**config.mk**
```make
export PLATFORM = sky130hd
export DESIGN_NAME = rv32im_decode_stage
export DESIGN_NICKNAME = d
export VERILOG_FILES = /design/src/rtl/rv32im_decode_stage.sv
export SDC_FILE = /design/constraint.sdc
export NUM_CORES = 1
export LEC_CHECK = 0
export CORE_ASPECT_RATIO = 0.5
export CORE_MARGIN = 4
export CORE_UTILIZATION = 45
export CTS_CLUSTER_DIAMETER = 200
export DETAILED_ROUTE_END_ITERATION = 7
export GPL_TIMING_DRIVEN = 1
export PLACE_DENSITY = 0.87
export SLEW_MARGIN = 20
export SYNTH_ARGS = -nofsm -noshare
export SYNTH_HDL_FRONTEND = slang
export SYNTH_SLANG_ARGS = --single-unit
```
**constraint.sdc**
```tcl
create_clock -name clk -period 4.05 [get_ports clk]
set_clock_uncertainty 0.15 [all_clocks]
set_input_delay 0.405 -clock clk [delete_from_list [all_inputs] [get_ports clk]]
set_output_delay 0.405 -clock clk [all_outputs]
set_load 0.05 [all_outputs]
```
**src/rtl/rv32im_decode_stage.sv**
```systemverilog
`default_nettype none
// +------------------------------------------------------------------------+
// | rv32im_decode_stage: RV32IM instruction decode plus ID/EX register.     |
// | Rev 1.0                                                                |
// +------------------------------------------------------------------------+
module rv32im_decode_stage #(
    parameter int XLEN  = 32,
    parameter int M_EXT = 1
) (
    input  logic            clk,
    input  logic            reset_n,
    input  logic            if_valid,
    output logic            if_ready,
    input  logic [31:0]     if_instr,
    input  logic [XLEN-1:0] if_pc,
    output logic [4:0]      rs1_addr,
    output logic [4:0]      rs2_addr,
    input  logic [XLEN-1:0] rs1_data,
    input  logic [XLEN-1:0] rs2_data,
    input  logic            flush,
    input  logic            ex_ready,
    output logic            ex_valid,
    output logic [XLEN-1:0] ex_op1,
    output logic [XLEN-1:0] ex_op2,
    output logic [2:0]      ex_funct3,
    output logic [6:0]      ex_funct7,
    output logic [2:0]      ex_alu_class,
    output logic [4:0]      ex_rd,
    output logic            ex_reg_write,
    output logic [XLEN-1:0] ex_pc,
    output logic            ex_illegal
);

    localparam logic [6:0] c_OP_REG = 7'b0110011;
    localparam logic [6:0] c_OP_IMM = 7'b0010011;
    localparam logic [6:0] c_OP_LUI = 7'b0110111;
    localparam logic [6:0] c_OP_JAL = 7'b1101111;

    localparam logic [6:0] c_F7_BASE = 7'b0000000;
    localparam logic [6:0] c_F7_ALT  = 7'b0100000;
    localparam logic [6:0] c_F7_MULD = 7'b0000001;

    localparam logic [2:0] c_CLASS_R = 3'b000;
    localparam logic [2:0] c_CLASS_I = 3'b001;
    localparam logic [2:0] c_CLASS_U = 3'b011;
    localparam logic [2:0] c_CLASS_J = 3'b110;

    logic [6:0]      w_opcode;
    logic [2:0]      w_f3;
    logic [6:0]      w_f7;
    logic [4:0]      w_rd;
    logic            w_transfer;

    logic [XLEN-1:0] w_op1;
    logic [XLEN-1:0] w_op2;
    logic [2:0]      w_funct3;
    logic [6:0]      w_funct7;
    logic [2:0]      w_class;
    logic            w_legal;

    logic            r_valid;

    assign w_opcode = if_instr[6:0];
    assign w_f3     = if_instr[14:12];
    assign w_f7     = if_instr[31:25];
    assign w_rd     = if_instr[11:7];

    assign rs1_addr = if_instr[19:15];
    assign rs2_addr = if_instr[24:20];

    assign if_ready   = !r_valid || ex_ready;
    assign w_transfer = if_valid && if_ready && !flush;
    assign ex_valid   = r_valid;

    always_comb begin
        w_op1    = '0;
        w_op2    = '0;
        w_funct3 = w_f3;
        w_funct7 = '0;
        w_class  = c_CLASS_R;
        w_legal  = 1'b0;
        case (w_opcode)
            c_OP_REG: begin
                w_op1    = rs1_data;
                w_op2    = rs2_data;
                w_funct7 = w_f7;
                w_class  = c_CLASS_R;
                w_legal  = (w_f7 == c_F7_BASE)
                        || ((w_f7 == c_F7_ALT) && ((w_f3 == 3'b000) || (w_f3 == 3'b101)))
                        || ((M_EXT != 0) && (w_f7 == c_F7_MULD));
            end
            c_OP_IMM: begin
                w_op1   = rs1_data;
                w_class = c_CLASS_I;
                if ((w_f3 == 3'b001) || (w_f3 == 3'b101)) begin
                    // Shifts carry the shamt in the rs2 field and the variant in funct7.
                    w_op2    = {27'b0, if_instr[24:20]};
                    w_funct7 = w_f7;
                    w_legal  = (w_f7 == c_F7_BASE)
                            || ((w_f7 == c_F7_ALT) && (w_f3 == 3'b101));
                end else begin
                    w_op2   = {{20{if_instr[31]}}, if_instr[31:20]};
                    w_legal = 1'b1;
                end
            end
            c_OP_LUI: begin
                w_op2    = {if_instr[31:12], 12'b0};
                w_funct3 = 3'b000;
                w_class  = c_CLASS_U;
                w_legal  = 1'b1;
            end
            c_OP_JAL: begin
                w_op1    = if_pc;
                w_op2    = {{11{if_instr[31]}}, if_instr[31], if_instr[19:12],
                            if_instr[20], if_instr[30:21], 1'b0};
                w_funct3 = 3'b000;
                w_class  = c_CLASS_J;
                w_legal  = 1'b1;
            end
            default: begin
                w_legal = 1'b0;
            end
        endcase
        // Illegal encodings still flow to EX as a bubble-like bundle so it can trap.
        if (!w_legal) begin
            w_op1    = '0;
            w_op2    = '0;
            w_funct7 = '0;
            w_class  = c_CLASS_R;
        end
    end

    always_ff @(posedge clk or negedge reset_n) begin
        if (!reset_n) begin
            r_valid      <= 1'b0;
            ex_op1       <= '0;
            ex_op2       <= '0;
            ex_funct3    <= '0;
            ex_funct7    <= '0;
            ex_alu_class <= '0;
            ex_rd        <= '0;
            ex_reg_write <= 1'b0;
            ex_pc        <= '0;
            ex_illegal   <= 1'b0;
        end else if (flush) begin
            r_valid <= 1'b0;
        end else if (w_transfer) begin
            r_valid      <= 1'b1;
            ex_op1       <= w_op1;
            ex_op2       <= w_op2;
            ex_funct3    <= w_funct3;
            ex_funct7    <= w_funct7;
            ex_alu_class <= w_class;
            ex_rd        <= w_rd;
            ex_reg_write <= w_legal && (w_rd != 5'd0);
            ex_pc        <= if_pc;
            ex_illegal   <= !w_legal;
        end else if (ex_ready) begin
            r_valid <= 1'b0;
        end
    end

endmodule
`default_nettype wire

```
Fig. 1: track usage over the die
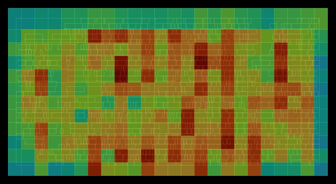
met2 Use GR: 0.4486
wire length per cell: 19.22 um

Fig. 2: the metal 2 layer
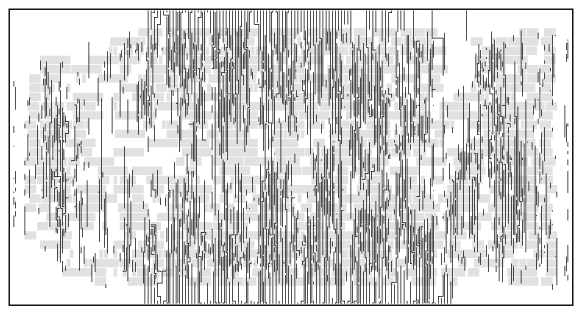
The layer holds 52% of the routed length. 795 nets have wire on it.
final wirelength: 18.49 mm
routed vias: 5,197

==> results.json <==
{
  "grtUsageTotal": 0.2486,
  "worst-path-stages": 6,
  "seq_share": 0.3371,
  "yosysMostFrequentCell": "nand2_1",
  "clock_area_frac": 0.06151,
  "reg2reg_to": "ex_op2[6]$_DFFE_PN0P_",
  "dp_cells": 931,
  "clk_pin_slew_ns": 0.06,
  "ys_async_sr_fraction": 1.000,
  "crit_chain": "clkdlybuf4s50_1, and4_2, and2_2, o21bai_4, a21oi_2, a211oi_2",
  "yosys.area.top_type": "dfrtp_1",
  "coreArea_um2": 11980,
  "cts_tree": "built",
  "dieArea_um2": 14380,
  "synthMuxAreaShare": 0.001790,
  "fp_util": 0.4668,
  "yosysWarnings": 0,
  "ys_area_um2": 5593,
  "worstPathRequired_ns": 4.14,
  "gr-total-overflow": 0,
  "crit_path_start": "if_instr[5]",
  "ys.flop_type": "dfrtp_1",
  "rr_worst_depth": 6,
  "drive_gt1_frac": 0.1292,
  "combPwrFrac": 0.304,
  "maxPowerGroup": "clock",
  "final_cell_mix": "clkdlybuf4s50_1 (259), nand2_1 (138), dfrtp_1 (117)",
  "dominant_cells": "sequential cells",
  "final_hold_viol_count": 0,
  "p_per_area_nw_per_um2": 453.8,
  "p_comb_mw": 1.20,
  "min_period_over_period": 0.6932,
  "cpLargestDelayFamily": "AND-OR/OR-AND gates",
  "setup_ws_ns": 1.243,
  "maxCapViolCount": 0,
  "synth_cell_types": 50,
  "synthCells": 548,
  "cts-resized-gates": 0,
  "tap_cells": 165,
  "cp-start-kind": "input pin",
  "numCtsBuffers": 17,
  "warning_count": 26,
  "port-buffer-count": 260,
  "aoi_share": 0.1664,
  "final_cells": 962,
  "fin_area_um2": 8686,
  "peakVddDrop_mv": 0.2914,
  "netSwitchingFraction": 0.3475,
  "nNonClkInverters": 5,
  "status": "finished clean",
  "place_area_um2": 8152,
  "cts_buffer_depth": 2,
  "postSynthSeqShare": 0.5235,
  "cpPeakStageDelay_ns": 0.63,
  "logic_family": "simple AND/OR/NAND/NOR gates",
  "remaining_drc_errors": 0,
  "nClkBuffers": 21,
  "flops": 117,
  "slowest_stage": "a21oi_2",
  "fill_cells": 876,
  "p_leak_nw": 3.710,
  "powerClk_mw": 1.38,
  "highest_layer": "met5",
  "path_buffers": 1,
  "n_antenna_cell": 0,
  "comb_share": 0.2684,
  "simple_gate_share": 0.2432,
  "met1_length_mm": 7.457,
  "final-nonclk-buf-share": 0.3071,
  "mostFrequentLayoutCell": "clkdlybuf4s50_1",
  "htree_levels": 4,
  "hp-class": "in2async",
  "ys.flops": 117,
  "final_core_util": 0.7249,
  "critPathKind": "in2reg",
  "synthToLayoutAreaGrowth_pct": 55.30,
  "synth-edff-count": 0,
  "top_cells_by_area": "dfrtp_1 (52%), nand2_1 (9.3%), nor3_2 (7.0%), a221oi_1 (6.6%), nor2_1 (3.8%)",
  "holdWs_ns": 0.002409,
  "intPower_mw": 2.572,
  "met1_usage": 0.2975,
  "layout_min_cycle_time_ns": 2.807,
  "busiest_layer": "met2",
  "rsz0062_at_grt": "no",
  "powerSeq_mw": 1.37,
  "critPathCaptureType": "flop",
  "cts-root-buf": "clkbuf_16",
  "setup_viol": 0,
  "ant_nets": 0,
  "cts.sinks": 117,
  "endpoint": "ex_op2[26]$_DFFE_PN0P_",
  "die_h_um": 86.83,
  "drtIter0Drc": 408,
  "grt_pass1_vias": 5223,
  "yosys_cells": 548,
  "switchingPower_mw": 1.370,
  "cp.arrival_ns": 2.90,
  "synth_area_um2": 5593,
  "viasPerCell": 5.402,
  "grt_max_degree": 77,
  "dr_wl_met3_um": 959,
  "syn_avg_cell_area_um2": 10.21,
  "slew_headroom": 0.3564,
  "ctsHoldBuffers": 0,
  "signal_buffers": 269,
  "rrSetupSlack_ns": 1.78
}
Fig. 3: M3 wires
Scale bar: 50 um.
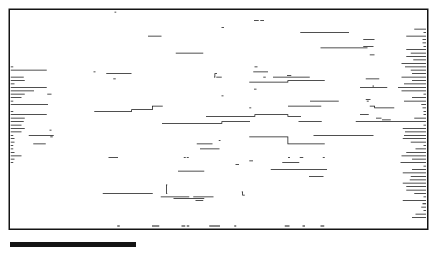
The wires run mostly horizontal. The layer carries 960 um of wire. The layer holds 5.2% of the routed length. The longest straight run is 27.6 um.
M3 GR Usage: 0.05330

